<file path="config.mk">
export PLATFORM = sky130hd
export DESIGN_NAME = hpt_scenario_sequencer
export DESIGN_NICKNAME = d
export VERILOG_FILES = /design/src/rtl/hpt_scenario_sequencer.sv
export SDC_FILE = /design/constraint.sdc
export NUM_CORES = 1
export LEC_CHECK = 0
export ABC_CLOCK_PERIOD_IN_PS = 3000
export CAP_MARGIN = 10
export CORE_MARGIN = 4
export CORE_UTILIZATION = 55
export CTS_CLUSTER_DIAMETER = 200
export DETAILED_ROUTE_END_ITERATION = 10
export GPL_ROUTABILITY_DRIVEN = 0
export PLACE_DENSITY = 0.78
export SLEW_MARGIN = 10
export SYNTH_ARGS = -nofsm -noshare
export SYNTH_HDL_FRONTEND = slang
export SYNTH_SLANG_ARGS = --single-unit
</file>
<file path="constraint.sdc">
create_clock -name clk -period 3 [get_ports clk]
set_input_delay 0.6 -clock clk [delete_from_list [all_inputs] [get_ports clk]]
set_output_delay 0.6 -clock clk [all_outputs]
set_load 0.02 [all_outputs]
</file>
<file path="src/rtl/hpt_scenario_sequencer.sv">
// rtl/hpt_scenario_sequencer.sv - HPT-axis demo scenario sequencer and display mux
//
// Purpose:
//   Runs one disease cycle per scenario, either hyperthyroid or hypothyroid.
//   The sequence is: trigger the cycle, wait for it to reach treatment-wait,
//   apply treatment (timed auto or manual key), then wait for it to return
//   to normal. The active cycle's data bus and image one-hot are muxed onto
//   the shared display outputs.
//   Both cycles encode their state in data[7:5]: 3'b000 is normal and
//   3'b110 is treatment-wait.
//
// Ports:
//   clk, resetn        clock; asynchronous active-low reset
//   start              level input; a rising edge starts a scenario
//   mode_sel[1:0]      01 = hyper, 10 = hypo, other values are ignored
//   auto_en            1 = timed treatment, 0 = manual key (sampled on reaching treatment-wait)
//   manual_treat       level input; a rising edge applies treatment in manual mode
//   data_*/image_*     cycle data bus and image one-hot from each cycle
//   trig_*/treat_*     trigger and treatment strobes to each cycle
//   data_out/image_out registered display mux output (1-cycle latency)
//   active_sel[1:0]    latched mode, 00 when idle
//   busy               scenario in progress
//   done               one-cycle pulse at scenario completion
//   err                sticky watchdog error, cleared by the next valid start

module hpt_scenario_sequencer #(
    parameter int TICK_DIV = 50000000,
    parameter int DWELL    = 3,
    parameter int WDOG     = 4
) (
    input  logic       clk,
    input  logic       resetn,
    input  logic       start,
    input  logic [1:0] mode_sel,
    input  logic       auto_en,
    input  logic       manual_treat,
    input  logic [7:0] data_hyper,
    input  logic [9:0] image_hyper,
    input  logic [7:0] data_hypo,
    input  logic [9:0] image_hypo,
    output logic       trig_hyper,
    output logic       treat_hyper,
    output logic       trig_hypo,
    output logic       treat_hypo,
    output logic [7:0] data_out,
    output logic [9:0] image_out,
    output logic [1:0] active_sel,
    output logic       busy,
    output logic       done,
    output logic       err
);

    localparam logic [2:0] ST_NORMAL = 3'b000;
    localparam logic [2:0] ST_TWAIT  = 3'b110;
    localparam logic [1:0] SEL_NONE  = 2'b00;
    localparam logic [1:0] SEL_HYPER = 2'b01;
    localparam logic [1:0] SEL_HYPO  = 2'b10;
    localparam logic [9:0] IMG_HEALTHY = 10'b0000000001;

    typedef enum logic [2:0] {
        S_IDLE,
        S_ARM,
        S_RUN,
        S_DWELL,
        S_WAITKEY,
        S_TREAT,
        S_RECOVER,
        S_DONE
    } state_t;

    state_t      r_state;
    state_t      w_next;

    logic [31:0] r_tick_cnt;
    logic [31:0] r_dwell_cnt;
    logic [31:0] r_wdog_cnt;
    logic        r_start_low;
    logic        r_manual_low;
    logic [1:0]  r_active_sel;
    logic        r_err;
    logic [7:0]  r_data_out;
    logic [9:0]  r_image_out;

    logic        w_tick;
    logic        w_start_rise;
    logic        w_manual_rise;
    logic        w_mode_valid;
    logic [2:0]  w_sst;
    logic        w_start_ok;
    logic        w_wdog_expire;

    // Free-running tick generator; the tick is high in the last count so it
    // is sampled on the edge where the counter wraps.
    always_ff @(posedge clk or negedge resetn) begin
        if (!resetn) begin
            r_tick_cnt <= '0;
        end else if (w_tick) begin
            r_tick_cnt <= '0;
        end else begin
            r_tick_cnt <= r_tick_cnt + 32'd1;
        end
    end

    assign w_tick = (r_tick_cnt == 32'(TICK_DIV - 1));

    // The edge detectors remember "input was seen low". They reset to 0, so
    // an input held high through reset must first drop before it can
    // register a rising edge.
    always_ff @(posedge clk or negedge resetn) begin
        if (!resetn) begin
            r_start_low  <= 1'b0;
            r_manual_low <= 1'b0;
        end else begin
            r_start_low  <= ~start;
            r_manual_low <= ~manual_treat;
        end
    end

    assign w_start_rise  = start & r_start_low;
    assign w_manual_rise = manual_treat & r_manual_low;
    assign w_mode_valid  = (mode_sel == SEL_HYPER) || (mode_sel == SEL_HYPO);

    always_comb begin
        w_sst = ST_NORMAL;
        case (r_active_sel)
            SEL_HYPER: w_sst = data_hyper[7:5];
            SEL_HYPO:  w_sst = data_hypo[7:5];
            default:   w_sst = ST_NORMAL;
        endcase
    end

    // State register
    always_ff @(posedge clk or negedge resetn) begin
        if (!resetn) begin
            r_state <= S_IDLE;
        end else begin
            r_state <= w_next;
        end
    end

    // Next-state logic
    always_comb begin
        w_next        = r_state;
        w_start_ok    = 1'b0;
        w_wdog_expire = 1'b0;
        case (r_state)
            S_IDLE: begin
                if (w_start_rise && w_mode_valid) begin
                    w_start_ok = 1'b1;
                    w_next     = S_ARM;
                end
            end
            S_ARM: begin
                // A cycle that has left normal wins over a same-cycle timeout.
                if (w_sst != ST_NORMAL) begin
                    w_next = S_RUN;
                end else if (w_tick && (r_wdog_cnt == 32'(WDOG - 1))) begin
                    w_wdog_expire = 1'b1;
                    w_next        = S_IDLE;
                end
            end
            S_RUN: begin
                if (w_sst == ST_TWAIT) begin
                    w_next = auto_en ? S_DWELL : S_WAITKEY;
                end
            end
            S_DWELL: begin
                if (w_tick && (r_dwell_cnt == 32'(DWELL - 1))) begin
                    w_next = S_TREAT;
                end
            end
            S_WAITKEY: begin
                if (w_manual_rise) begin
                    w_next = S_TREAT;
                end
            end
            S_TREAT: begin
                if (w_sst != ST_TWAIT) begin
                    w_next = S_RECOVER;
                end
            end
            S_RECOVER: begin
                if (w_sst == ST_NORMAL) begin
                    w_next = S_DONE;
                end
            end
            S_DONE: begin
                w_next = S_IDLE;
            end
            default: begin
                w_next = S_IDLE;
            end
        endcase
    end

    // Dwell and watchdog counters sit at zero outside their own state, so
    // each entry starts from zero.
    always_ff @(posedge clk or negedge resetn) begin
        if (!resetn) begin
            r_dwell_cnt <= '0;
            r_wdog_cnt  <= '0;
        end else begin
            if (r_state != S_DWELL) begin
                r_dwell_cnt <= '0;
            end else if (w_tick) begin
                r_dwell_cnt <= r_dwell_cnt + 32'd1;
            end

            if (r_state != S_ARM) begin
                r_wdog_cnt <= '0;
            end else if (w_tick) begin
                r_wdog_cnt <= r_wdog_cnt + 32'd1;
            end
        end
    end

    // Latched mode and sticky error flag
    always_ff @(posedge clk or negedge resetn) begin
        if (!resetn) begin
            r_active_sel <= SEL_NONE;
            r_err        <= 1'b0;
        end else begin
            if (w_start_ok) begin
                r_active_sel <= mode_sel;
                r_err        <= 1'b0;
            end else if (w_wdog_expire) begin
                r_active_sel <= SEL_NONE;
                r_err        <= 1'b1;
            end else if (r_state == S_DONE) begin
                r_active_sel <= SEL_NONE;
            end
        end
    end

    // Registered display mux
    always_ff @(posedge clk or negedge resetn) begin
        if (!resetn) begin
            r_data_out  <= '0;
            r_image_out <= IMG_HEALTHY;
        end else begin
            case (r_active_sel)
                SEL_HYPER: begin
                    r_data_out  <= data_hyper;
                    r_image_out <= image_hyper;
                end
                SEL_HYPO: begin
                    r_data_out  <= data_hypo;
                    r_image_out <= image_hypo;
                end
                default: begin
                    r_data_out  <= '0;
                    r_image_out <= IMG_HEALTHY;
                end
            endcase
        end
    end

    // Strobes are decoded from state so that reset clears them immediately.
    // Qualifying with the latched mode keeps the unselected cycle quiet.
    assign trig_hyper  = (r_state == S_ARM)   && (r_active_sel == SEL_HYPER);
    assign trig_hypo   = (r_state == S_ARM)   && (r_active_sel == SEL_HYPO);
    assign treat_hyper = (r_state == S_TREAT) && (r_active_sel == SEL_HYPER);
    assign treat_hypo  = (r_state == S_TREAT) && (r_active_sel == SEL_HYPO);

    assign busy       = (r_state != S_IDLE);
    assign done       = (r_state == S_DONE);
    assign err        = r_err;
    assign active_sel = r_active_sel;
    assign data_out   = r_data_out;
    assign image_out  = r_image_out;

endmodule
</file>
**Clock nets**

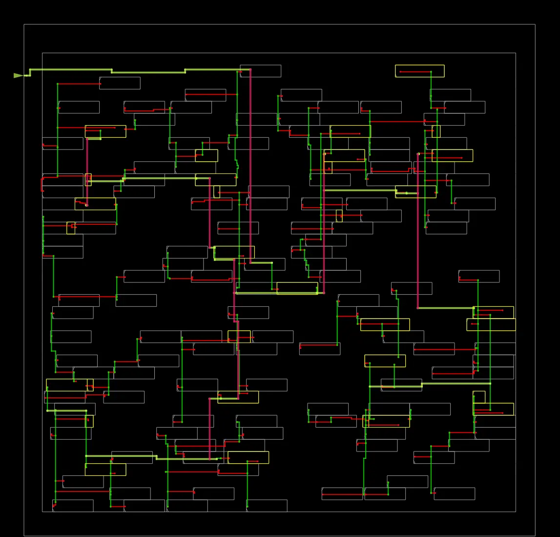
clock tree buffer count of the final layout: 24
clock tree sinks: 122

**The metal 2 layer**

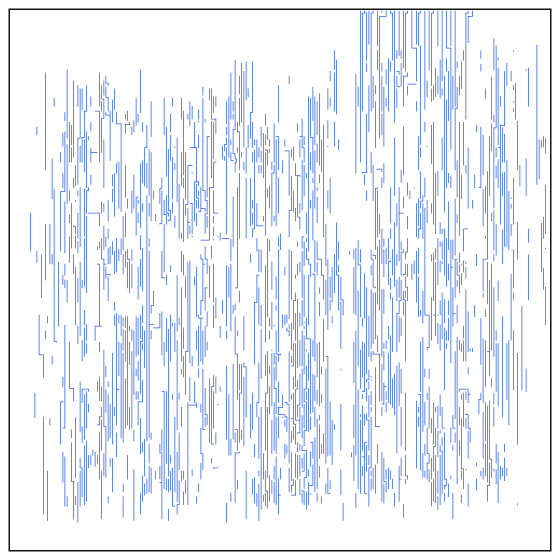
nets with wire on the layer = 697
longest straight run = 52.4 um
wire length on this layer = 8010 um
share of all routed wire = 50%
main direction = vertical

**M3 wires**

Bar = 20 um.
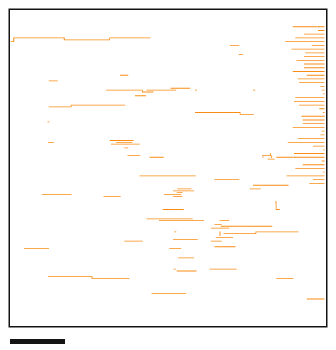
nets with wire on the layer = 83
wire length on this layer = 810 um
main direction = horizontal
share of all routed wire = 5.1%
longest straight run = 20.2 um

**M1 wires**

Bar = 20 um.
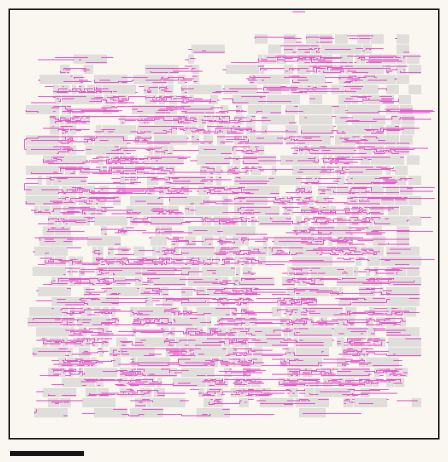
share of all routed wire = 43%
longest straight run = 29.9 um

==> notes.md <==
The flow run is done. Per the synthesis report, the AND-OR/OR-AND share of the synthesized area is 13.8%. Total area of multi-input combinational cells landed at between 3000 and 4000 um2. The core region is 11000 um2. Once detail routing completed, the nets flagged for antenna violations numbered 0. Leaving out fill and tap cells, the most frequent cell in the layout is dfrtp_1.

Ranked by power, first place goes to the clock network. Floorplan-stage core utilization landed at 57.4%. In the routed layout, each cell is associated on average with a via count of around 6.3.

Met1 usage landed at 32.7%. Counting cells, the worst reg-to-reg path comes to 6. In the synthesized netlist, the cells that appear most often are dfrtp_1 (121), nor2_1 (62), a21oi_1 (53). The most critical setup path has its startpoint at r_state[1]. Total of fill cells in the finished design landed at 849. The layout summary lists the proportion of cells stronger than drive strength 1 as under 10%. Leakage power figure landed at between 3 and 4 nW. Post-placement cell area landed at 7220 um2.

dfrtp_1 is the most common cell in the netlist. At the later pin of the worst-skew pair, clock insertion delay measures 0.42 ns. Looking at the power breakdown, sequential logic takes 36.3% of the total. Total count of hold-check failures in the final report landed at 0. The synth_stat.txt file lists the number of cells as 675. In the global route stage, met3 resource usage came out at about 6.0%. The internal power of the cells totals roughly 3.6 mW. The timing report attributes the biggest portion of critical-path delay to simple AND/OR/NAND/NOR gates.

Synthesis-to-layout area growth landed at 23.4%. Switching power share of the total landed at 29.5%. Summed over all nets, wire length on met3 after detailed routing comes to just over 800 um. The synthesized design spends more area on one cell type than any other, namely dfrtp_1. Combinational share of power landed at about a quarter. Transition at the pin with the smallest max-transition slack landed at 0.769 ns.

Pin count of the biggest net entering global routing landed at between 50 and 60. After detailed routing, the wire length on met1 is around 6900 um. Share of the final layout cell area in sequential cells landed at 39.1%. The run finished with clean final reports. Routed length per placed instance landed at about 18 um.

The routed design uses 8010 um of met2 wire. met2 track demand over resource after global routing is 42.6%. Number of antenna violations at the first check in global routing landed at 0. The most common logic cells in the final layout are dfrtp_1 (121), clkdlybuf4s50_1 (68), nor2_1 (62), a21oi_1 (53), nand2_1 (50). TritonCTS built the clock tree.

CTS placed an instance of clkbuf_16 at the clock tree root. Per Yosys stat, the portion of area used by sequential elements is between 40% and 50%. In the post-route report, total wirelength is listed as 16000 um.

For the finished layout, the period the worst path requires is 2.81 ns. Signal nets in the final route climb as high as met4. Number of buffer and inverter stages on the critical path landed at 1. For this block, the via count after detailed routing is 5657. The synthesis run shows multiplexers occupying 0.494% of the cell area.

Clock tree cell share of total cell area landed at 7.55%. Number of global-route vias before repair landed at 5534. Setup repair after global routing left no endpoint under its margin. First-pass iteration count of the detailed router landed at 6.

Number of standard-cell rows in the floorplan landed at 38. Yosys synthesis chip area landed at 6330 um2. Number of enable-type register cells in the synthesized netlist landed at 0.

Per the OpenROAD power report, switching power amounts to 1.51 mW. Measured on the final layout, buffering overhead outside the clock network stands at 10.8%. For reference, the final report shows the max-slew violation count at 0. Global routing used about a quarter of the available tracks across all layers. Count of warning messages emitted by the tools landed at 28.

Final-stage net count landed at 798. Number of inserted diodes landed at 0. The worst register-to-register path ends at r_dwell_cnt[22]. The critical path ends at trig_hyper. For flop-to-flop paths, the worst setup slack is approximately 0.25 ns. Post-cts hold-fix buffer tally landed at 0.

Per the detail_route report, DRC violations left total 0. Arrival time of data at the critical path endpoint landed at about 2.2 ns. The worst setup path is launched from a register.

With fillers left out, the area of the finished cells amounts to 7810 um2. The report lists the number of cells resized after CTS as 0. Clock edge transition at the registers on the reported setup and hold paths landed at 0.05 ns.

The tightest min-delay check is of the in -> async type. Per the GRT log, the top usage layer is met2. At floorplan, the net count of the design was reported as 724. Per the STA report, the cell with the highest stage delay on the worst path is clkdlybuf4s50_1. After clock tree synthesis, the setup repair step added 0 buffers. Per the log, the first TritonRoute iteration ended with a DRC count of 336.
Power and IR drop assume default switching activity.
